===== src/rtl/pc_fetch_unit.sv =====
// pc_fetch_unit: program counter and instruction-fetch sequencer.
// Owns the PC, runs a req/ack handshake to instruction memory and holds one
// fetched instruction for decode until it is consumed (stall low).
// Optional feature macro: ALIGN_CHECK_EN -- redirects misaligned branch
// targets to TRAP_VEC and pulses misalign_err; without it the low two bits
// of the loaded PC are simply cleared.
module pc_fetch_unit #(
   parameter logic [31:0] RESET_PC = 32'h0000_0000,
   parameter logic [31:0] TRAP_VEC = 32'h0000_0100
) (
   input  logic        clk,
   input  logic        rst_n,
   input  logic        branch_taken,
   output logic        pc_src,
   output logic [31:0] pc_plus4,
   input  logic [31:0] next_pc,
   input  logic        stall,
   output logic        imem_req,
   output logic [31:0] imem_addr,
   input  logic        imem_ack,
   input  logic [31:0] imem_rdata,
   output logic        instr_valid,
   output logic [31:0] instr,
   output logic [31:0] pc_out,
   output logic        misalign_err
);

   typedef enum logic [1:0] {
      BOOT  = 2'd0,
      FETCH = 2'd1,
      HOLD  = 2'd2
   } state_t;

   state_t      state;
   state_t      next_state;
   logic [31:0] pc;
   logic        fetch_done;
   logic        consume;

   // Handshake events: ack only counts in FETCH, consumption only in HOLD.
   assign fetch_done = (state == FETCH) && imem_ack;
   assign consume    = (state == HOLD) && !stall;

   // Request and valid are decoded from the state so reset clears them at once.
   assign imem_req    = (state == FETCH);
   assign instr_valid = (state == HOLD);
   assign imem_addr   = pc;
   assign pc_out      = pc;
   assign pc_plus4    = pc + 32'd4;
   assign pc_src      = instr_valid & branch_taken;

   // State register.
   always_ff @(posedge clk or negedge rst_n) begin
      if (!rst_n) begin
         state <= BOOT;
      end else begin
         state <= next_state;
      end
   end

   // Next-state logic: BOOT -> FETCH -> (ack) HOLD -> (!stall) FETCH.
   always_comb begin
      next_state = state;
      case (state)
         BOOT:    next_state = FETCH;
         FETCH:   if (fetch_done) next_state = HOLD;
         HOLD:    if (consume) next_state = FETCH;
         default: next_state = BOOT;
      endcase
   end

   // Capture the fetched word; it stays put while the instruction is held.
   always_ff @(posedge clk or negedge rst_n) begin
      if (!rst_n) begin
         instr <= 32'h0000_0000;
      end else if (fetch_done) begin
         instr <= imem_rdata;
      end
   end

`ifdef ALIGN_CHECK_EN
   // PC update on consume; misaligned targets are trapped with a one-cycle flag.
   always_ff @(posedge clk or negedge rst_n) begin
      if (!rst_n) begin
         pc           <= RESET_PC;
         misalign_err <= 1'b0;
      end else begin
         misalign_err <= 1'b0;
         if (consume) begin
            if (next_pc[1:0] != 2'b00) begin
               pc           <= TRAP_VEC;
               misalign_err <= 1'b1;
            end else begin
               pc <= next_pc;
            end
         end
      end
   end
`else
   logic unused_trap;

   // Without the trap vector only the low bits of next_pc are ignored.
   assign unused_trap  = ^{TRAP_VEC, next_pc[1:0]};
   assign misalign_err = 1'b0;

   // PC update on consume with the target forced to word alignment.
   always_ff @(posedge clk or negedge rst_n) begin
      if (!rst_n) begin
         pc <= RESET_PC;
      end else if (consume) begin
         pc <= {next_pc[31:2], 2'b00};
      end
   end
`endif

endmodule


===== config.mk =====
export PLATFORM = sky130hd
export DESIGN_NAME = pc_fetch_unit
export DESIGN_NICKNAME = d
export VERILOG_FILES = /design/src/rtl/pc_fetch_unit.sv
export SDC_FILE = /design/constraint.sdc
export NUM_CORES = 1
export LEC_CHECK = 0
export CELL_PAD_IN_SITES_DETAIL_PLACEMENT = 0
export CELL_PAD_IN_SITES_GLOBAL_PLACEMENT = 1
export CORE_UTILIZATION = 29
export DETAILED_ROUTE_END_ITERATION = 10
export GPL_ROUTABILITY_DRIVEN = 0
export PLACE_DENSITY_LB_ADDON = 0.1
export SYNTH_ARGS = -nofsm -noshare
export SYNTH_HDL_FRONTEND = slang
export SYNTH_SLANG_ARGS = --single-unit

===== constraint.sdc =====
create_clock -name clk -period 3.35 [get_ports clk]
set_input_delay 0.67 -clock clk [delete_from_list [all_inputs] [get_ports clk]]
set_output_delay 0.67 -clock clk [all_outputs]
set_load 0.02 [all_outputs]

Run 1, placed standard cells:
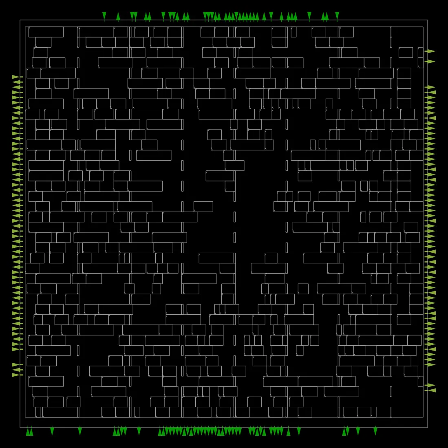
number of cell rows: 38
Well-Tap Cells: 140
sequential portion of the cell area: 0.303
Cell Count, Final, Fillers Out: 579

Run 1, cells by drive strength:
Drawn at 4 px/um.
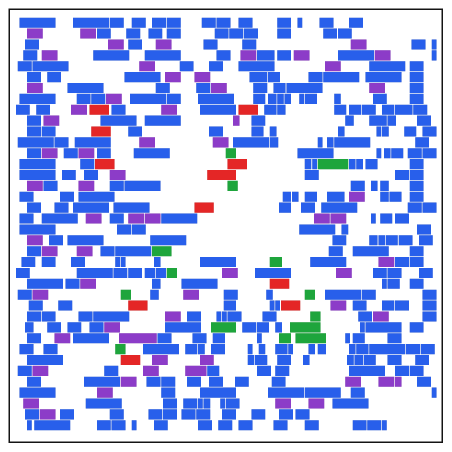
| color | size | cells | most used |
|---|---|---|---|
| red | _6 and larger | 11 | clkbuf_8 |
| blue | _0 and _1 cells | 351 | clkdlybuf4s50_1 |
| purple | _2 cells | 63 | mux2_2 |
| green | _3 and _4 cells | 14 | buf_4 |
count of buffers not belonging to the clock network in the layout: 196
PnR worst setup slack: 0.207 ns
Area Overhead vs Synth: 62.7%

Run 1, wires at chosen ports, followed through buffers:
Drawn at 2 px/um.
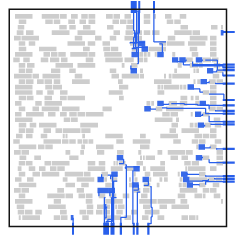
| color | port | direction | edge | end cells | wire |
|---|---|---|---|---|---|
| blue | pc_plus4 | output | 17 east, 10 south, 5 north | 32 | 627 um |

-- run 1: through the flow --
stage / hold WS [ns] / total power, uW / cells / setup slack, ns / utilization
floorplan: 0.374 / 3550 / 272 / 0.870 / -
CTS: 0.377 / 5780 / 579 / 0.101 / 0.484
detailed placement: 0.493 / 5130 / 563 / 0.503 / 0.468
global placement: 0.487 / 5090 / 563 / 0.509 / 0.468
global route: 0.401 / 6040 / 579 / 0.0202 / 0.486
finish: 0.366 / 5690 / 579 / 0.207 / 0.486
-- run 1: state kept, by name, indices dropped and copies added (netlist names) --
name       flops
state          2
instr         32
imem_addr     30
-- run 1: worst max-delay path, cell delays in order (launching register included) --
cell,delay (ns)
sky130_fd_sc_hd__dfrtp_1,0.44
sky130_fd_sc_hd__ha_2,0.26
sky130_fd_sc_hd__nand3_1,0.16
sky130_fd_sc_hd__nor4_4,0.16
sky130_fd_sc_hd__buf_4,0.22
sky130_fd_sc_hd__nand3_1,0.11
sky130_fd_sc_hd__xnor2_1,0.16
sky130_fd_sc_hd__clkdlybuf4s50_1,0.63
-- run 1: cells by family after synthesis --
logic type,count (synthesis),synth area share
AOI/OAI and AO/OA,6,0.0100
xor gates and xnor gates,28,0.0754
adders and majority gates,1,0.00385
buffers and inverters,49,0.103
DFF,64,0.492
muxes,58,0.201
other,1,0.00115
and+or+nand+nor,59,0.113
-- run 1: Yosys cell counts --
cell type / instances
sky130_fd_sc_hd__dfrtp_1: 64
sky130_fd_sc_hd__mux2_2: 58
sky130_fd_sc_hd__buf_4: 39
sky130_fd_sc_hd__xnor2_1: 21
sky130_fd_sc_hd__nand3_1: 16
sky130_fd_sc_hd__nand2_1: 13
sky130_fd_sc_hd__xor2_1: 7
sky130_fd_sc_hd__buf_2: 5
sky130_fd_sc_hd__nand4_1: 5
sky130_fd_sc_hd__nor3_1: 5
sky130_fd_sc_hd__o21ai_0: 5
sky130_fd_sc_hd__inv_1: 4
sky130_fd_sc_hd__and2_1: 3
sky130_fd_sc_hd__and3_1: 3
sky130_fd_sc_hd__nor2_1: 3
sky130_fd_sc_hd__nor2b_1: 3
sky130_fd_sc_hd__nor4_4: 3
sky130_fd_sc_hd__a21o_1: 1
sky130_fd_sc_hd__and4_1: 1
sky130_fd_sc_hd__clkbuf_1: 1
sky130_fd_sc_hd__conb_1: 1
sky130_fd_sc_hd__ha_1: 1
sky130_fd_sc_hd__nand3_2: 1
sky130_fd_sc_hd__nand3_4: 1
sky130_fd_sc_hd__nand3b_1: 1
sky130_fd_sc_hd__nor4_1: 1
-- run 1: metal layers --
metal / vias to the layer above / wire length, um / share of wire / track usage
met3: 6 / 977 / 0.12 / 0.0775
met2: 128 / 3820 / 0.45 / 0.236
met1: 1227 / 3610 / 0.43 / 0.180
met5: - / 0 / 0 / 0
li1: 1208 / - / - / -
met4: 0 / 78 / 0.0092 / 0.0470
-- run 1: layout make-up --
cell class	count	area, um2	share of cell area
repair buffers	196	1970	0.372
multi-input cells	159	1350	0.254
flip-flops and latches	64	1600	0.303
clock inverters	6	45.0	0.00851
well taps	140	175	0.0331
inverters	4	15.0	0.00284
clock buffers	10	138	0.0260
==> deck_impl_summary.md, run 1 <==
Synthesis and Place & Route Summary

Outcome
  • Outcome: complete, no violations

CTS
  • Sink Count: between 60 and 70
  • Cell at the root of the clock tree: sky130_fd_sc_hd__clkbuf_8
  • Clock tree from TritonCTS: built
  • H-tree levels: 3
  • Longest Clk Path Bufs: 2
  • Clock transition at the registers of the reported paths: roughly 0.070 ns
  • Skew-Pair Late Insertion Delay: ~0.34 ns
  • CTS Buf Count: 9

Global routing
  • Global routing usage summed across all routing layers: 0.151
  • Number of antenna violations at the first check in global routing: 0
  • Via count of the first global-routing pass: approximately 2600
  • Wire length of the first global-routing pass: approximately 13000 um
  • GRT Residual Overflow: 0

STA
  • Post-Route Setup TNS: 0 ns
  • Number of hold violations in the final report: 0
  • Final Max Tran Viols: 0
  • Fmax: between 300 and 400 MHz
  • Headroom to the max-slew limit: 0.542
  • Final critical path time including I/O delays and setup: roughly 3.1 ns
  • Final setup violation count: 0

Power
  • Highest ir drop seen on vdd: between 0.4 and 0.5 mV
  • Sequential logic power: between 1500 and 2000 uW
  • Clock group total power: 620 uW
  • Comb power frac: 0.612
  • Leakage: ~0.0022 uW
  • Cell-internal power: approximately 3300 uW
  • Power dissipated by switching net loads: approximately 2400 uW
  • Proportion of total power due to net switching: 0.424

Setup path
  • Reg2Reg Setup Slack: roughly 1.3 ns
  • Req. time, crit path: ~2.7 ns
  • CP max FO: 9
  • Arrival @ worst endpoint: around 2.5 ns
  • Critical path launch point type: flop
  • Cells on worst reg2reg path: 4
  • Critical path startpoint: imem_addr[3]$_DFFE_PN0P_
  • Critical register-to-register path startpoint: state[0]$_DFFE_PN0P_
  • Worst flop-to-flop path endpoint: imem_addr[16]$_DFFE_PN0P_

Min path
  • Hold WC Path Type: input port to asynchronous set/reset pin

Routing
  • Routed via count: about 2600
  • Via-to-Cell Ratio: roughly 4.4
  • Tally of nets with antenna violations remaining after routing: 0
  • DR pass1 iterations: 4
  • Routed WL per cell: between 10 and 15 um

Floorplan
  • Area of the die: between 10000 and 15000 um2
  • FP Core Util: 0.299
  • Die boundary height: ~110 um

Synthesis
  • Post-synthesis instance area: 3250 um2
  • Synth warn: 0
  • Cell types occupying the most area after synthesis: sky130_fd_sc_hd__dfrtp_1, sky130_fd_sc_hd__mux2_2, sky130_fd_sc_hd__buf_4
  • Top area contributor share: 0.492
  • Flops & latches, synth: 64
  • Yosys Instances: ~270
  • Number of unique standard cell types used by synthesis: 26
  • Post-synthesis area per instance: 12.2 um2

Run
  • Tally of OpenROAD warnings: 28
  • Tally of max-capacitance violations: 0

Finish
  • Proportion of layout cells with a drive suffix above 1: 0.200
  • Post-route cell area: 5290 um2
  • Final nets: between 500 and 600
  • # fillers: 1051
  • Top logic cell by instance count in the layout: sky130_fd_sc_hd__clkdlybuf4s50_1

Placed design
  • Hpwl dp: approximately 6300 um
  • Tally of buffers added on design ports: 191
  • Dpl cell area: roughly 5100 um2
==> inputs of run 2 (changes only) <==
--- a/config.mk
+++ b/config.mk
@@ -11,6 +11,7 @@
 export DETAILED_ROUTE_END_ITERATION = 10
 export GPL_ROUTABILITY_DRIVEN = 0
 export PLACE_DENSITY_LB_ADDON = 0.1
+export SKIP_CTS_REPAIR_TIMING = 1
 export SYNTH_ARGS = -nofsm -noshare
 export SYNTH_HDL_FRONTEND = slang
 export SYNTH_SLANG_ARGS = --single-unit
Run 2, placed standard cells:
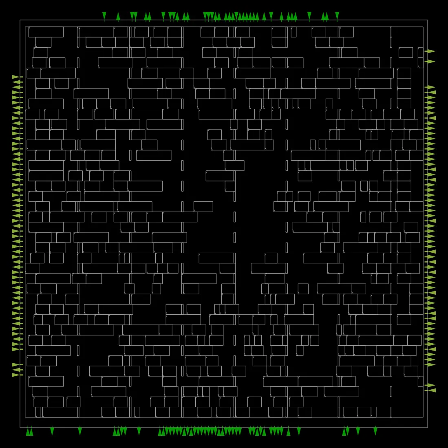
Placeable Area: 10900 um2
Seq cells: 64
Post-Route Utilization: 0.486
# fillers: 1051

==> deck_impl_summary.md, run 2 <==
Synthesis and Place & Route Summary

Outcome
  • Outcome: complete, no violations (unchanged)

CTS
  • Longest Clk Path Bufs: 2 (unchanged)
  • Cell at the root of the clock tree: sky130_fd_sc_hd__clkbuf_8 (unchanged)
  • Clock transition at the registers of the reported paths: 0.07 ns (about the same)
  • CTS Buf Count: 9 (unchanged)
  • Sink Count: 64 (unchanged)
  • H-tree levels: 3 (unchanged)
  • Clock tree from TritonCTS: built (unchanged)

STA
  • Number of hold violations in the final report: 0 (unchanged)
  • Final critical path time including I/O delays and setup: 3.14 ns (unchanged)
  • Post-Route Setup TNS: 0 ns (unchanged)
  • Headroom to the max-slew limit: 0.542 (unchanged)
  • Final setup violation count: 0 (unchanged)
  • Final Max Tran Viols: 0 (unchanged)
  • Fmax: 318 MHz (unchanged)

Run
  • Tally of OpenROAD warnings: 28 (unchanged)

Setup path
  • Worst Path Buf+Inv: 2 (unchanged)
  • Cell with the biggest individual delay on the critical path: sky130_fd_sc_hd__clkdlybuf4s50_1 (unchanged)
  • CP max FO: 9 (unchanged)
  • Cells on worst reg2reg path: 4 (unchanged)
  • Slowest cell delay on critical path: 0.63 ns (about the same)
  • Critical register-to-register path startpoint: state[0]$_DFFE_PN0P_ (unchanged)
  • Crit path cell chain: ha_2 -> nand3_1 -> nor4_4 -> buf_4 -> nand3_1 -> xnor2_1 -> clkdlybuf4s50_1 (unchanged)
  • Arrival @ worst endpoint: 2.47 ns (about the same)
  • Req. time, crit path: 2.68 ns (about the same)
  • Worst flop-to-flop path endpoint: imem_addr[16]$_DFFE_PN0P_ (unchanged)
  • Crit-path leading delay family: buffers and inverters (unchanged)

Min path
  • Hold WC Path Type: input port to asynchronous set/reset pin (unchanged)

Power
  • Highest ir drop seen on vdd: 0.441 mV (unchanged)
  • Leakage: 0.00216 uW (unchanged)

Synthesis
  • Post-synth tally of flip-flops with integrated enable: 0 (unchanged)
  • Yosys Instances: 266 (unchanged)
  • Flops & latches, synth: 64 (unchanged)
  • Fraction of registers with async set or reset after synthesis: 1.00 (unchanged)
  • Top area contributor share: 0.492 (unchanged)
  • Area fraction in compound gates: 0.0100 (unchanged)
  • Synth warn: 0 (unchanged)
  • Leading cell types by count after synthesis: sky130_fd_sc_hd__dfrtp_1, sky130_fd_sc_hd__mux2_2, sky130_fd_sc_hd__buf_4, sky130_fd_sc_hd__xnor2_1, sky130_fd_sc_hd__nand3_1 (unchanged)
  • Number of unique standard cell types used by synthesis: 26 (unchanged)
  • Main flop type: sky130_fd_sc_hd__dfrtp_1 (unchanged)
  • Post-synthesis area per instance: 12.2 um2 (unchanged)
  • Cell types occupying the most area after synthesis: sky130_fd_sc_hd__dfrtp_1, sky130_fd_sc_hd__mux2_2, sky130_fd_sc_hd__buf_4 (unchanged)
  • Area fraction in mux cells: 0.201 (unchanged)
  • Post-synthesis instance area: 3250 um2 (unchanged)
  • Synthesized-area fraction occupied by and/or/nand/nor cells: 0.113 (unchanged)
  • Share of the synthesized netlist area taken by xor and xnor gates: 0.0754 (unchanged)

Global routing
  • Global routing usage summed across all routing layers: 0.151 (unchanged)
  • Wire length of the first global-routing pass: 13400 um (unchanged)
  • GRT Residual Overflow: 0 (unchanged)
  • Met2 track demand over resource in global routing: 0.236 (unchanged)
  • Number of antenna violations at the first check in global routing: 0 (unchanged)
  • Via count of the first global-routing pass: 2620 (unchanged)
  • Met1 routing resource usage after global routing: 0.180 (unchanged)

Floorplan
  • Die boundary height: 108 um (unchanged)
  • Number of cell rows: 38 (unchanged)
  • Area of the die: 11600 um2 (unchanged)
  • FP Core Util: 0.299 (unchanged)

Placed design
  • Dpl ws: 0.503 ns (unchanged)
  • Tally of buffers added on design ports: 191 (unchanged)
  • Dpl cell area: 5090 um2 (unchanged)
  • Hpwl dp: 6320 um (unchanged)

Routing
  • Routed WL per cell: 14.6 um (unchanged)
  • Routed via count: 2569 (unchanged)
  • DR pass1 iterations: 4 (unchanged)
  • Via-to-Cell Ratio: 4.44 (unchanged)

Finish
  • Proportion of layout cells with a drive suffix above 1: 0.200 (unchanged)
  • Post-route cell area: 5290 um2 (unchanged)
  • Max reg flops: 32 (unchanged)
  • Register containing the most flip-flops in the final layout: instr (unchanged)
==> run 2: cell counts after synthesis <==
No cell type changed its count.
==> run 2: how the worst max path moves through the flow <==
| stage | to | slack, ns | depth (start not counted) |
|---|---|---|---|
| 2_1_floorplan | pc_plus4[18] | 0.87 | 5 |
| 3_3_place_gp | pc_plus4[27] | 0.51 | 6 |
| 3_5_place_dp | pc_plus4[31] | 0.50 | 6 |
| 4_1_cts | pc_plus4[26] | 0.10 | 7 |
| 5_1_grt | pc_plus4[27] | 0.02 | 5 |
| 6_report | pc_plus4[24] | 0.21 | 7 |
==> run 2: metal layers <==
metal / up-vias / share of wire
met4: 0 / 0.0092
met1: 1227 / 0.43
met5: - / 0
met3: 6 / 0.12
li1: 1208 / -
met2: 128 / 0.45
==> run 2: layout make-up <==
| type | instances | area, um2 |
|---|---|---|
| clock buffers | 10 | 138 |
| clock inverters | 6 | 45.0 |
| fillers | 1051 | 5600 |
| inverters | 4 | 15.0 |
| multi-input cells | 159 | 1350 |
| flip-flops and latches | 64 | 1600 |
| well taps | 140 | 175 |
| repair buffers | 196 | 1970 |
==> run 2: cell families (layout without fill, tap and decap cells) <==
group,count (synthesis),count (layout)
DFF,64,64
other,1,7
buffers and inverters,49,216
adders and majority gates,1,1
muxes,58,58
xor gates and xnor gates,28,28
AOI/OAI and AO/OA,6,6
and+or+nand+nor,59,59
==> run 2: metrics by stage <==
| stage | std cells | hold slack [ns] |
|---|---|---|
| after CTS | 579 | 0.377 |
| final | 579 | 0.366 |
| after detailed placement | 563 | 0.493 |
| after global placement | 563 | 0.487 |
| after floorplan | 272 | 0.374 |
| after global routing | 579 | 0.401 |
==> run 2: where the power goes <==
part	internal, uW	switching (uW)	total (uW)
registers	1170	424	1590
logic	1820	1660	3480
clock network	290	331	620
==> run 2: worst register-to-register path, delay by kind of cell (launching register included) <==
| kind | cells | cell delay (ns) |
|---|---|---|
| buf+inv | 1 | 0.37 |
| simple gates | 2 | 0.74 |
| mux | 1 | 0.38 |
| flops | 1 | 0.42 |
==> inputs of run 3 (changes only) <==
--- a/config.mk
+++ b/config.mk
@@ -15,3 +15,4 @@
 export SYNTH_ARGS = -nofsm -noshare
 export SYNTH_HDL_FRONTEND = slang
 export SYNTH_SLANG_ARGS = --single-unit
+export TNS_END_PERCENT = 20
Run 3, placed standard cells:
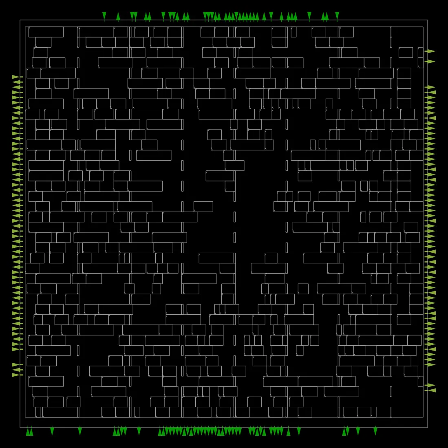

==> deck_impl_summary.md, run 3 <==
Synthesis and Place & Route Summary

Floorplan
  • Die boundary height: 108 um (unchanged)
  • Area of the die: 11600 um2 (unchanged)

Global routing
  • Number of antenna violations at the first check in global routing: 0 (unchanged)
  • Global routing usage summed across all routing layers: 0.151 (unchanged)
  • GRT Residual Overflow: 0 (unchanged)
  • Wire length of the first global-routing pass: 13400 um (unchanged)

Synthesis
  • Fraction of registers with async set or reset after synthesis: 1.00 (unchanged)
  • Number of unique standard cell types used by synthesis: 26 (unchanged)
  • Cell types occupying the most area after synthesis: sky130_fd_sc_hd__dfrtp_1, sky130_fd_sc_hd__mux2_2, sky130_fd_sc_hd__buf_4 (unchanged)
  • Most common cell in the netlist: sky130_fd_sc_hd__dfrtp_1 (unchanged)
  • Flops & latches, synth: 64 (unchanged)
  • Post-synth tally of flip-flops with integrated enable: 0 (unchanged)
  • Top area contributor share: 0.492 (unchanged)
  • Post-synthesis area per instance: 12.2 um2 (unchanged)
  • Synth warn: 0 (unchanged)
  • Main flop type: sky130_fd_sc_hd__dfrtp_1 (unchanged)
  • Post-synthesis instance area: 3250 um2 (unchanged)
  • Leading cell types by count after synthesis: sky130_fd_sc_hd__dfrtp_1, sky130_fd_sc_hd__mux2_2, sky130_fd_sc_hd__buf_4, sky130_fd_sc_hd__xnor2_1, sky130_fd_sc_hd__nand3_1 (unchanged)
  • Yosys Instances: 266 (unchanged)

Finish
  • Top logic cell by instance count in the layout: sky130_fd_sc_hd__clkdlybuf4s50_1 (unchanged)
  • Max reg flops: 32 (unchanged)
  • # fillers: 1051 (unchanged)
  • Register containing the most flip-flops in the final layout: instr (unchanged)
  • Area Overhead vs Synth: 62.7% (unchanged)
  • Cell Count, Final, Fillers Out: 579 (unchanged)

STA
  • Final Max Tran Viols: 0 (unchanged)
  • Final setup violation count: 0 (unchanged)
  • Final critical path time including I/O delays and setup: 3.14 ns (unchanged)
  • Headroom to the max-slew limit: 0.542 (unchanged)
  • Fmax: 318 MHz (unchanged)

Routing
  • Via-to-Cell Ratio: 4.44 (unchanged)
  • Routed WL per cell: 14.6 um (unchanged)
  • DR pass1 iterations: 4 (unchanged)

Setup path
  • Arrival @ worst endpoint: 2.47 ns (about the same)
  • Cells on worst reg2reg path: 4 (unchanged)
  • Req. time, crit path: 2.68 ns (about the same)
  • Critical path launch point type: flop (unchanged)
  • CP max FO: 9 (unchanged)
  • Critical register-to-register path startpoint: state[0]$_DFFE_PN0P_ (unchanged)

CTS
  • Clock tree from TritonCTS: built (unchanged)
  • Cell at the root of the clock tree: sky130_fd_sc_hd__clkbuf_8 (unchanged)
  • Skew-Pair Late Insertion Delay: 0.34 ns (about the same)
  • CTS Buf Count: 9 (unchanged)
  • H-tree levels: 3 (unchanged)

Outcome
  • Outcome: complete, no violations (unchanged)

Min path
  • Hold WC Path Type: input port to asynchronous set/reset pin (unchanged)

Placed design
  • Cell count after placement: 563 (unchanged)
  • Hpwl dp: 6320 um (unchanged)

Power
  • Highest ir drop seen on vdd: 0.441 mV (unchanged)
[run 3: cell counts in the layout (fill, tap and decap cells not counted)]
No cell type changed its count.
[run 3: cells by family after synthesis]
group,synth area share
compound gates,0.0100
xor+xnor,0.0754
fa+ha+maj,0.00385
buf+inv,0.103
flops,0.492
mux,0.201
other cells,0.00115
simple gates,0.113
[run 3: per-stage QoR]
step | setup slack [ns] | area, um2 | hold WS [ns] | total power, uW | utilization
floorplan | 0.870 | 3270 | 0.374 | 3550 | -
global placement | 0.509 | 5090 | 0.487 | 5090 | 0.468
detailed placement | 0.503 | 5090 | 0.493 | 5130 | 0.468
CTS | 0.101 | 5280 | 0.377 | 5780 | 0.484
global route | 0.0202 | 5290 | 0.401 | 6040 | 0.486
finish | 0.207 | 5290 | 0.366 | 5690 | 0.486
[run 3: routing by layer]
layer | vias up | track usage | share of wire
met5 | - | 0 | 0
met4 | 0 | 0.0470 | 0.0092
met3 | 6 | 0.0775 | 0.12
met2 | 128 | 0.236 | 0.45
met1 | 1227 | 0.180 | 0.43
li1 | 1208 | - | -
[run 3: how the worst max path moves through the flow]
stage               slack (ns)                       from            to
floorplan                 0.87   imem_addr[3]$_DFFE_PN0P_  pc_plus4[18]
global placement          0.51   imem_addr[4]$_DFFE_PN0P_  pc_plus4[27]
detailed placement        0.50   imem_addr[4]$_DFFE_PN0P_  pc_plus4[31]
CTS                       0.10   imem_addr[3]$_DFFE_PN0P_  pc_plus4[26]
global route              0.02  imem_addr[14]$_DFFE_PN0P_  pc_plus4[27]
finish                    0.21   imem_addr[3]$_DFFE_PN0P_  pc_plus4[24]
[run 3: critical path, cell delays in order, from the launching register on]
cell                              delay, ns
sky130_fd_sc_hd__dfrtp_1               0.44
sky130_fd_sc_hd__ha_2                  0.26
sky130_fd_sc_hd__nand3_1               0.16
sky130_fd_sc_hd__nor4_4                0.16
sky130_fd_sc_hd__buf_4                 0.22
sky130_fd_sc_hd__nand3_1               0.11
sky130_fd_sc_hd__xnor2_1               0.16
sky130_fd_sc_hd__clkdlybuf4s50_1       0.63
[run 3: final cells by class]
type	count	area [um2]	share of cell area
repair buffers	196	1970	0.372
clock inverters	6	45.0	0.00851
multi-input cells	159	1350	0.254
well taps	140	175	0.0331
clock buffers	10	138	0.0260
flip-flops and latches	64	1600	0.303
inverters	4	15.0	0.00284
[run 3: report_power, final]
part / leakage (uW) / switching [uW] / total, uW / internal, uW
Sequential: 0.000759 / 424 / 1590 / 1170
Clock: 0.0000845 / 331 / 620 / 290
Combinational: 0.00131 / 1660 / 3480 / 1820
No activity file was given, so power comes from the tool's default toggle rates.
